run_1/m1.png
Supply wires on this layer in grey.
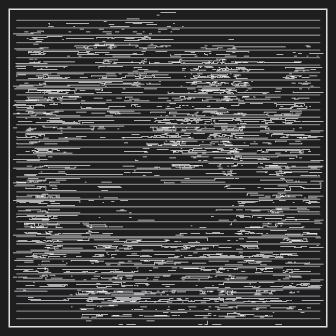
run_1/m2.png
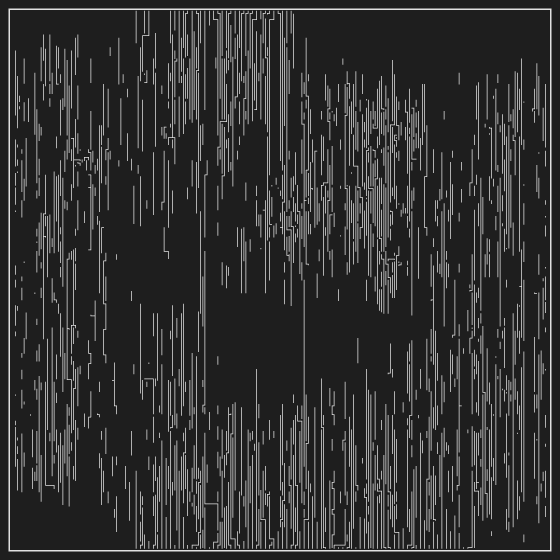
run_1/m3.png
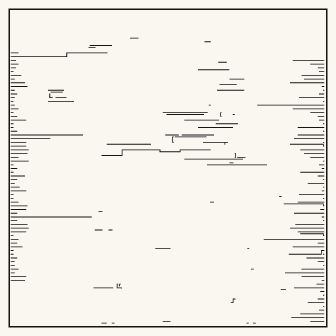
`config.mk`:
```
export PLATFORM = sky130hd
export DESIGN_NAME = arp_query_arbiter
export DESIGN_NICKNAME = d
export VERILOG_FILES = /design/src/rtl/arp_query_arbiter.sv
export SDC_FILE = /design/constraint.sdc
export NUM_CORES = 1
export LEC_CHECK = 0
export CORE_MARGIN = 2
export CORE_UTILIZATION = 41
export DETAILED_ROUTE_END_ITERATION = 10
export MAX_ROUTING_LAYER = met4
export PLACE_DENSITY = 0.88
export SLEW_MARGIN = 0
export SYNTH_ARGS = -nofsm -noshare
export SYNTH_HDL_FRONTEND = slang
export SYNTH_SLANG_ARGS = --single-unit
```
`constraint.sdc`:
```
create_clock -name logic_clk -period 2.88 [get_ports logic_clk]
set_clock_uncertainty 0.15 [all_clocks]
set_input_delay 0.432 -clock logic_clk [delete_from_list [all_inputs] [get_ports logic_clk]]
set_output_delay 0.432 -clock logic_clk [all_outputs]
set_load 0.01 [all_outputs]
```
`src/rtl/arp_query_arbiter.sv`:
```
// -----------------------------------------------------------------------------
// arp_query_arbiter
//
// Shares the ARP cache's single query channel between NUM_REQ transmit-path
// requesters. Requesters are served round-robin, one transaction at a time.
// A cache miss triggers an ARP request to the ARP TX block, a fixed wait and
// a re-query, repeated up to RETRY_MAX times. After that the requester gets
// either the resolved MAC or an error.
//
// Ports
//   logic_clk / logic_rst_n     clock, asynchronous active-low reset
//   req_ip_in[32*NUM_REQ]       query IP per requester (requester i at [32i+:32])
//   req_valid_in[NUM_REQ]       query valid per requester
//   req_ready_out[NUM_REQ]      one-cycle acceptance pulse to the granted requester
//   rsp_mac_out[48]             resolved MAC (0 outside DELIVER or on error)
//   rsp_err_out                 1 = still unresolved after all retries
//   rsp_valid_out[NUM_REQ]      response valid to the granted requester only
//   rsp_ready_in[NUM_REQ]       response accept per requester
//   arp_query_*                 query channel toward the ARP cache
//   arp_response_*              response channel from the ARP cache
//   arp_request_*               ARP request trigger toward ARP TX
//   busy_out                    high whenever a transaction is in progress
//
// All handshake outputs are decoded from the state register and the
// registered grant index only, so none of them depends combinationally on
// an input.
// -----------------------------------------------------------------------------
module arp_query_arbiter #(
    parameter int NUM_REQ     = 2,
    parameter int RETRY_MAX   = 3,
    parameter int WAIT_CYCLES = 125000
) (
    input  logic                    logic_clk,
    input  logic                    logic_rst_n,
    input  logic [32*NUM_REQ-1:0]   req_ip_in,
    input  logic [NUM_REQ-1:0]      req_valid_in,
    output logic [NUM_REQ-1:0]      req_ready_out,
    output logic [47:0]             rsp_mac_out,
    output logic                    rsp_err_out,
    output logic [NUM_REQ-1:0]      rsp_valid_out,
    input  logic [NUM_REQ-1:0]      rsp_ready_in,
    output logic [31:0]             arp_query_ip_out,
    output logic                    arp_query_valid_out,
    input  logic                    arp_query_ready_in,
    input  logic [47:0]             arp_response_mac_in,
    input  logic                    arp_response_valid_in,
    input  logic                    arp_response_err_in,
    output logic                    arp_response_ready_out,
    output logic [31:0]             arp_request_ip_out,
    output logic                    arp_request_valid_out,
    input  logic                    arp_request_ready_in,
    output logic                    busy_out
);

    localparam int GW = (NUM_REQ > 1) ? $clog2(NUM_REQ) : 1;
    localparam int TW = $clog2(WAIT_CYCLES + 1);
    localparam int RW = (RETRY_MAX > 0) ? $clog2(RETRY_MAX + 1) : 1;

    // Last grant resets to the top requester so requester 0 wins first.
    localparam logic [GW-1:0] LAST_GRANT_RST = GW'(NUM_REQ - 1);
    localparam logic [TW-1:0] TIMER_LOAD     = TW'(WAIT_CYCLES - 1);
    localparam logic [RW-1:0] RETRY_LIM      = RW'(RETRY_MAX);

    typedef enum logic [2:0] {
        ST_IDLE    = 3'd0,
        ST_GRANT   = 3'd1,
        ST_QUERY   = 3'd2,
        ST_RESP    = 3'd3,
        ST_ARP_REQ = 3'd4,
        ST_WAIT    = 3'd5,
        ST_DELIVER = 3'd6
    } state_t;

    state_t          state_q,      state_d;
    logic [GW-1:0]   g_q,          g_d;
    logic [GW-1:0]   last_grant_q, last_grant_d;
    logic [31:0]     ip_q,         ip_d;
    logic [47:0]     mac_q,        mac_d;
    logic            err_q,        err_d;
    logic [TW-1:0]   timer_q,      timer_d;
    logic [RW-1:0]   retry_q,      retry_d;

    logic [GW-1:0]      pick_s;
    logic [GW-1:0]      cand_s;
    logic               any_req_s;
    logic [NUM_REQ-1:0] grant_onehot_s;
    logic [31:0]        grant_ip_s;
    logic               grant_rsp_ready_s;

    // Requester index `off` positions above `base`, wrapping at NUM_REQ.
    function automatic logic [GW-1:0] wrap_idx(input logic [GW-1:0] base, input int off);
        int sum;
        sum = 32'(base) + off;
        return GW'(sum % NUM_REQ);
    endfunction

    // Round-robin search starting one past the last served requester.
    always_comb begin
        pick_s    = last_grant_q;
        cand_s    = {GW{1'b0}};
        any_req_s = 1'b0;
        for (int k = 1; k <= NUM_REQ; k++) begin
            cand_s    = wrap_idx(last_grant_q, k);
            pick_s    = (!any_req_s && req_valid_in[cand_s]) ? cand_s : pick_s;
            any_req_s = any_req_s | req_valid_in[cand_s];
        end
    end

    // Decode the registered grant index into a one-hot mask and its IP lane.
    always_comb begin
        grant_onehot_s = {NUM_REQ{1'b0}};
        grant_ip_s     = 32'h0;
        for (int i = 0; i < NUM_REQ; i++) begin
            grant_onehot_s[i] = (g_q == GW'(i));
            grant_ip_s        = (g_q == GW'(i)) ? req_ip_in[i*32 +: 32] : grant_ip_s;
        end
        grant_rsp_ready_s = |(rsp_ready_in & grant_onehot_s);
    end

    // Next-state and datapath update for the transaction FSM.
    always_comb begin
        state_d      = state_q;
        g_d          = g_q;
        last_grant_d = last_grant_q;
        ip_d         = ip_q;
        mac_d        = mac_q;
        err_d        = err_q;
        timer_d      = timer_q;
        retry_d      = retry_q;

        case (state_q)
            ST_IDLE: begin
                if (any_req_s) begin
                    g_d     = pick_s;
                    state_d = ST_GRANT;
                end else begin
                    state_d = ST_IDLE;
                end
            end

            ST_GRANT: begin
                ip_d    = grant_ip_s;
                retry_d = {RW{1'b0}};
                state_d = ST_QUERY;
            end

            ST_QUERY: begin
                if (arp_query_ready_in) begin
                    state_d = ST_RESP;
                end else begin
                    state_d = ST_QUERY;
                end
            end

            ST_RESP: begin
                if (arp_response_valid_in) begin
                    if (!arp_response_err_in) begin
                        mac_d   = arp_response_mac_in;
                        err_d   = 1'b0;
                        state_d = ST_DELIVER;
                    end else if (retry_q < RETRY_LIM) begin
                        state_d = ST_ARP_REQ;
                    end else begin
                        // Retries exhausted: report a zero MAC with the error flag.
                        mac_d   = 48'h0;
                        err_d   = 1'b1;
                        state_d = ST_DELIVER;
                    end
                end else begin
                    state_d = ST_RESP;
                end
            end

            ST_ARP_REQ: begin
                // The timer is loaded only once ARP TX accepts, so backpressure
                // here never eats into the wait period.
                if (arp_request_ready_in) begin
                    timer_d = TIMER_LOAD;
                    retry_d = (retry_q < RETRY_LIM) ? (retry_q + RW'(1'b1)) : retry_q;
                    state_d = ST_WAIT;
                end else begin
                    state_d = ST_ARP_REQ;
                end
            end

            ST_WAIT: begin
                if (timer_q == {TW{1'b0}}) begin
                    state_d = ST_QUERY;
                end else begin
                    timer_d = timer_q - TW'(1'b1);
                    state_d = ST_WAIT;
                end
            end

            ST_DELIVER: begin
                if (grant_rsp_ready_s) begin
                    last_grant_d = g_q;
                    state_d      = ST_IDLE;
                end else begin
                    state_d = ST_DELIVER;
                end
            end

            default: begin
                state_d = ST_IDLE;
            end
        endcase
    end

    // State and datapath registers.
    always_ff @(posedge logic_clk or negedge logic_rst_n) begin
        if (!logic_rst_n) begin
            state_q      <= ST_IDLE;
            g_q          <= {GW{1'b0}};
            last_grant_q <= LAST_GRANT_RST;
            ip_q         <= 32'h0;
            mac_q        <= 48'h0;
            err_q        <= 1'b0;
            timer_q      <= {TW{1'b0}};
            retry_q      <= {RW{1'b0}};
        end else begin
            state_q      <= state_d;
            g_q          <= g_d;
            last_grant_q <= last_grant_d;
            ip_q         <= ip_d;
            mac_q        <= mac_d;
            err_q        <= err_d;
            timer_q      <= timer_d;
            retry_q      <= retry_d;
        end
    end

    assign req_ready_out          = (state_q == ST_GRANT)   ? grant_onehot_s : {NUM_REQ{1'b0}};
    assign rsp_valid_out          = (state_q == ST_DELIVER) ? grant_onehot_s : {NUM_REQ{1'b0}};
    assign rsp_mac_out            = (state_q == ST_DELIVER) ? mac_q : 48'h0;
    assign rsp_err_out            = (state_q == ST_DELIVER) ? err_q : 1'b0;
    assign arp_query_valid_out    = (state_q == ST_QUERY);
    assign arp_query_ip_out       = (state_q == ST_QUERY) ? ip_q : 32'h0;
    assign arp_response_ready_out = (state_q == ST_RESP);
    assign arp_request_valid_out  = (state_q == ST_ARP_REQ);
    assign arp_request_ip_out     = ip_q;
    assign busy_out               = (state_q != ST_IDLE);

endmodule
```
==> impl_results.html, run 1 <==
<h3>Flow metrics</h3>
<table>
<tr><th>Metric</th><th>Value</th></tr>
<tr><th colspan="2">Logic synthesis</th></tr>
<tr><td>Prevailing logic family in the synthesized netlist</td><td>simple AND/OR/NAND/NOR gates</td></tr>
<tr><td>Portion of synthesized cell area occupied by the leading cell type</td><td>0.512</td></tr>
<tr><td>Most used standard cell by instance count after synthesis</td><td>sky130_fd_sc_hd__dfrtp_1</td></tr>
<tr><td>Area reported by Yosys stat</td><td>5080 um2</td></tr>
<tr><td>Multiplexer share of the synthesized area</td><td>0.0791</td></tr>
<tr><td>Part of the Yosys area used for sequential elements</td><td>0.518</td></tr>
<tr><td>Top cells by area</td><td>sky130_fd_sc_hd__dfrtp_1 51%, sky130_fd_sc_hd__and2_1 10%, sky130_fd_sc_hd__a22o_1 8.5%, sky130_fd_sc_hd__mux2i_1 7.7%, sky130_fd_sc_hd__a21oi_1 3.9%</td></tr>
<tr><th colspan="2">Placement</th></tr>
<tr><td>Placed instance count</td><td>867</td></tr>
<tr><td>Post-Place Cell Area</td><td>7700 um2</td></tr>
<tr><td>Setup slack after placement</td><td>0.442 ns</td></tr>
<tr><th colspan="2">Layout</th></tr>
<tr><td>Fraction of the core area covered by cells at the end of the flow</td><td>0.661</td></tr>
<tr><td>Register share of the cell area</td><td>0.330</td></tr>
<tr><td>Non-clock buffering overhead in the final layout</td><td>0.318</td></tr>
<tr><td>Clock buffer and inverter area fraction after layout</td><td>0.0331</td></tr>
<tr><td>Most frequent cells in the layout</td><td>241 x sky130_fd_sc_hd__clkdlybuf4s50_1, 103 x sky130_fd_sc_hd__dfrtp_1, 84 x sky130_fd_sc_hd__and2_1</td></tr>
<tr><td>Multi-input gate area in the final layout</td><td>2310 um2</td></tr>
<tr><th colspan="2">Worst setup path</th></tr>
<tr><td>Critical path startpoint</td><td>state_q[2]</td></tr>
<tr><td>Reg2reg start</td><td>timer_q[0]</td></tr>
<tr><td>Worst Path Buf+Inv</td><td>2</td></tr>
<tr><td>Cell chain of the critical path</td><td>and3b_1, buf_12, nor2b_1, clkdlybuf4s50_1</td></tr>
<tr><td>Slowest stage cell on the critical path</td><td>sky130_fd_sc_hd__clkdlybuf4s50_1</td></tr>
<tr><td>Arr. time, crit path</td><td>2.21 ns</td></tr>
<tr><th colspan="2">Hold path</th></tr>
<tr><td>Hold Path Origin</td><td>timer_q[16]</td></tr>
<tr><th colspan="2">Power and ir drop</th></tr>
<tr><td>Switch share</td><td>0.204</td></tr>
<tr><td>Relative contribution of sequential cells to total power</td><td>0.526</td></tr>
<tr><td>Comb group</td><td>0.221 mW</td></tr>
<tr><td>Clock group share of total power</td><td>0.396</td></tr>
<tr><td>Leakage power total</td><td>3.13 nW</td></tr>
<tr><td>Pwr per Cell Area</td><td>352 nW/um2</td></tr>
<tr><th colspan="2">Clock tree</th></tr>
<tr><td>CTS tree</td><td>yes</td></tr>
<tr><td>Number of clock buffers inserted by TritonCTS</td><td>9</td></tr>
<tr><td>CTS hold repair buffers</td><td>1</td></tr>
<tr><td>Insertion delay of the later-clocked pin in the worst-skew pair</td><td>0.34 ns</td></tr>
<tr><th colspan="2">STA</th></tr>
<tr><td>Total negative setup slack</td><td>0 ns</td></tr>
<tr><td>Count of endpoints failing setup in the final report</td><td>0</td></tr>
<tr><td>Setup repair after global routing missed its margin</td><td>no</td></tr>
<tr><td>Worst path setup slack after routing</td><td>0.0834 ns</td></tr>
<tr><td>Relative slew slack</td><td>0.418</td></tr>
<tr><th colspan="2">Floorplan</th></tr>
<tr><td>Share of the core filled by cells before placement</td><td>0.421</td></tr>
<tr><td>Die width</td><td>115 um</td></tr>
<tr><th colspan="2">Global route</th></tr>
<tr><td>Global routing usage on met3</td><td>0.0343</td></tr>
<tr><td>Number of antenna violations at the first check in global routing</td><td>0</td></tr>
<tr><td>Final global-route overflow total</td><td>0</td></tr>
<tr><th colspan="2">Status</th></tr>
<tr><td>Status</td><td>complete, no violations</td></tr>
</table>
Notes on m1.png above:
nets with wire on the layer = 741
share of all routed wire = 40%
longest straight run = 43.2 um
wire length on this layer = 5960 um

Notes on m2.png above:
longest straight run = 45.6 um
nets with wire on the layer = 732
main direction = vertical

Notes on m3.png above:
longest straight run = 29.2 um
nets with wire on the layer = 169
wire length on this layer = 998 um

==> run 2, diff against run 1 <==
--- a/config.mk
+++ b/config.mk
@@ -5,8 +5,11 @@
 export SDC_FILE = /design/constraint.sdc
 export NUM_CORES = 1
 export LEC_CHECK = 0
+export ABC_AREA = 1
+export CELL_PAD_IN_SITES_DETAIL_PLACEMENT = 0
+export CELL_PAD_IN_SITES_GLOBAL_PLACEMENT = 1
 export CORE_MARGIN = 2
-export CORE_UTILIZATION = 41
+export CORE_UTILIZATION = 29
 export DETAILED_ROUTE_END_ITERATION = 10
 export MAX_ROUTING_LAYER = met4
 export PLACE_DENSITY = 0.88
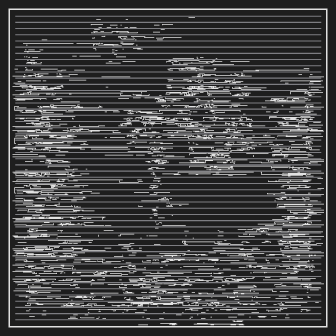
run_2/m1.png
Supply wires on this layer in grey.
main direction = horizontal
longest straight run = 40.5 um
nets with wire on the layer = 918

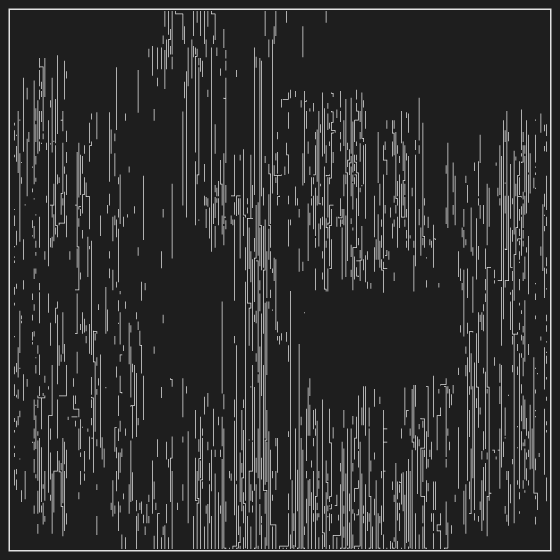
run_2/m2.png
routed vias: 5241
post-detailed-routing wire length: 16500 um
met2 usage: 0.295

==> run 2 against run 1 <==
Cell area up 3.6%. Die area up 45%. Via count up 13%. Register-to-register slack better by 0.53 ns. Clock power up about 10%. Non-clock buffer count up 2. Fmax up 3.1%. Critical path depth up 1. Synthesized cell count up 45%. Synthesized area up 3.6%. Global-route usage down 5.2 points. Critical endpoint is now arp_query_ip_out[21]. Largest power group is now combinational cells. Highest routed layer unchanged.
==> impl_results.html, run 2 <==
<h3>Flow metrics</h3>
<table>
<tr><th>Metric</th><th>Value</th></tr>
<tr><th colspan="2">Logic synthesis</th></tr>
<tr><td>Most used standard cell by instance count after synthesis</td><td>sky130_fd_sc_hd__nand2_1</td></tr>
<tr><td>Yosys aoi share</td><td>0.107</td></tr>
<tr><td>Proportion of register bits with asynchronous set or reset after synthesis</td><td>1.00</td></tr>
<tr><td>Part of the Yosys area used for sequential elements</td><td>0.500</td></tr>
<tr><td>Cells after synthesis</td><td>701</td></tr>
<tr><td>Yosys stat cell total</td><td>701</td></tr>
<tr><td>Area reported by Yosys stat</td><td>5260 um2</td></tr>
<tr><td>Portion of synthesized cell area occupied by the leading cell type</td><td>0.495</td></tr>
<tr><td>Top cells by area</td><td>sky130_fd_sc_hd__dfrtp_1 49%, sky130_fd_sc_hd__nand2_1 14%, sky130_fd_sc_hd__nor2_1 8.3%, sky130_fd_sc_hd__inv_1 7.6%, sky130_fd_sc_hd__o21ai_0 5.7%</td></tr>
<tr><td>Post-synthesis register bit count</td><td>105</td></tr>
<tr><td>Multiplexer share of the synthesized area</td><td>0</td></tr>
<tr><td>Prevailing logic family in the synthesized netlist</td><td>simple AND/OR/NAND/NOR gates</td></tr>
<tr><th colspan="2">Layout</th></tr>
<tr><td>Flip-flop count of the largest register after layout</td><td>48</td></tr>
<tr><td>Signal buffers</td><td>254</td></tr>
<tr><td>Final design instance area without fill</td><td>8260 um2</td></tr>
<tr><td>Cell class ranked first by area</td><td>sequential cells</td></tr>
<tr><td>Most numerous logic cell after layout</td><td>sky130_fd_sc_hd__clkdlybuf4s50_1</td></tr>
<tr><td>Clock buffer and inverter area fraction after layout</td><td>0.0361</td></tr>
<tr><td>Register share of the cell area</td><td>0.318</td></tr>
<tr><td>Fraction of the core area covered by cells at the end of the flow</td><td>0.461</td></tr>
<tr><td>Most frequent cells in the layout</td><td>241 x sky130_fd_sc_hd__clkdlybuf4s50_1, 195 x sky130_fd_sc_hd__nand2_1, 116 x sky130_fd_sc_hd__nor2_1</td></tr>
<tr><td>Sequential cell area</td><td>2630 um2</td></tr>
<tr><td>Multi-input gate area in the final layout</td><td>2070 um2</td></tr>
<tr><td>Non-clock buffering overhead in the final layout</td><td>0.309</td></tr>
<tr><th colspan="2">Worst setup path</th></tr>
<tr><td>Worst reg2reg path depth</td><td>8</td></tr>
<tr><td>Critical path startpoint</td><td>state_q[2]</td></tr>
<tr><td>Worst Path Buf+Inv</td><td>3</td></tr>
<tr><td>Arr. time, crit path</td><td>2.13 ns</td></tr>
<tr><td>Slowest stage cell on the critical path</td><td>sky130_fd_sc_hd__clkdlybuf4s50_1</td></tr>
<tr><td>Cell chain of the critical path</td><td>inv_2, nand3_1, buf_12, nor2_1, clkdlybuf4s50_1</td></tr>
<tr><td>Worst r2r dst</td><td>mac_q[19]</td></tr>
<tr><td>Reg2reg start</td><td>state_q[2]</td></tr>
<tr><th colspan="2">Clock tree</th></tr>
<tr><td>Insertion delay of the later-clocked pin in the worst-skew pair</td><td>0.36 ns</td></tr>
<tr><td>Root buffer selected by CTS</td><td>sky130_fd_sc_hd__clkbuf_16</td></tr>
<tr><td>CTS hold repair buffers</td><td>1</td></tr>
<tr><td>CTS tree</td><td>yes</td></tr>
<tr><td>Clk buf depth</td><td>2</td></tr>
<tr><td>Clk sink count</td><td>105</td></tr>
<tr><td>Number of clock buffers inserted by TritonCTS</td><td>9</td></tr>
<tr><th colspan="2">Power and ir drop</th></tr>
<tr><td>Heaviest power group</td><td>combinational cells</td></tr>
<tr><td>Clock group share of total power</td><td>0.176</td></tr>
<tr><td>Gate power share</td><td>0.476</td></tr>
<tr><td>Switch share</td><td>0.386</td></tr>
<tr><td>Relative contribution of sequential cells to total power</td><td>0.348</td></tr>
<tr><td>Clock distribution power</td><td>1.25 mW</td></tr>
<tr><td>Leakage power total</td><td>3.63 nW</td></tr>
<tr><td>Comb group</td><td>3.38 mW</td></tr>
<tr><td>Pwr per Cell Area</td><td>859 nW/um2</td></tr>
<tr><th colspan="2">Detailed routing</th></tr>
<tr><td>Detailed-route DRC error count</td><td>0</td></tr>
<tr><td>Avg WL per Cell</td><td>14.1 um</td></tr>
<tr><td>Wire length on met2</td><td>7990 um</td></tr>
<tr><td>Pre-antenna DRT Iters</td><td>5</td></tr>
<tr><th colspan="2">STA</th></tr>
<tr><td>Setup repair after global routing missed its margin</td><td>no</td></tr>
<tr><td>Relative slew slack</td><td>0.654</td></tr>
<tr><td>Final critical path time including I/O delays and setup</td><td>2.71 ns</td></tr>
<tr><td>Total negative setup slack</td><td>0 ns</td></tr>
<tr><td>Worst path setup slack after routing</td><td>0.168 ns</td></tr>
<tr><td>Count of endpoints failing setup in the final report</td><td>0</td></tr>
<tr><th colspan="2">Placement</th></tr>
<tr><td>Post-Place Cell Area</td><td>7940 um2</td></tr>
<tr><td>Placed instance count</td><td>1152</td></tr>
<tr><td>Setup slack after placement</td><td>0.394 ns</td></tr>
<tr><th colspan="2">Floorplan</th></tr>
<tr><td>Die width</td><td>139 um</td></tr>
<tr><td>Share of the core filled by cells before placement</td><td>0.294</td></tr>
<tr><td>Standard-cell rows</td><td>49</td></tr>
<tr><th colspan="2">Job</th></tr>
<tr><td>Max-cap check violation count</td><td>0</td></tr>
<tr><th colspan="2">Hold path</th></tr>
<tr><td>Hold Path Origin</td><td>last_grant_q</td></tr>
<tr><td>Worst Hold Path EP</td><td>last_grant_q</td></tr>
<tr><th colspan="2">Global route</th></tr>
<tr><td>Number of antenna violations at the first check in global routing</td><td>0</td></tr>
<tr><td>Final global-route overflow total</td><td>0</td></tr>
<tr><td>Global routing usage on met3</td><td>0.0549</td></tr>
<tr><th colspan="2">Status</th></tr>
<tr><td>Status</td><td>complete, no violations</td></tr>
</table>
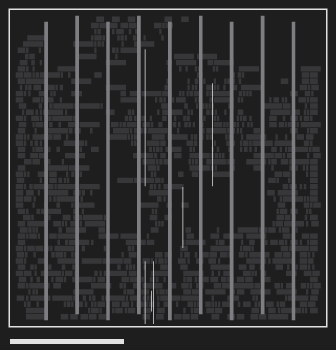
run_2/m4.png
Scale bar: 50 um. Supply wires on this layer in grey. Cells faint in the background.
wire length on this layer = 195 um
share of all routed wire = 1.2%
main direction = vertical

Power and IR drop assume default switching activity.
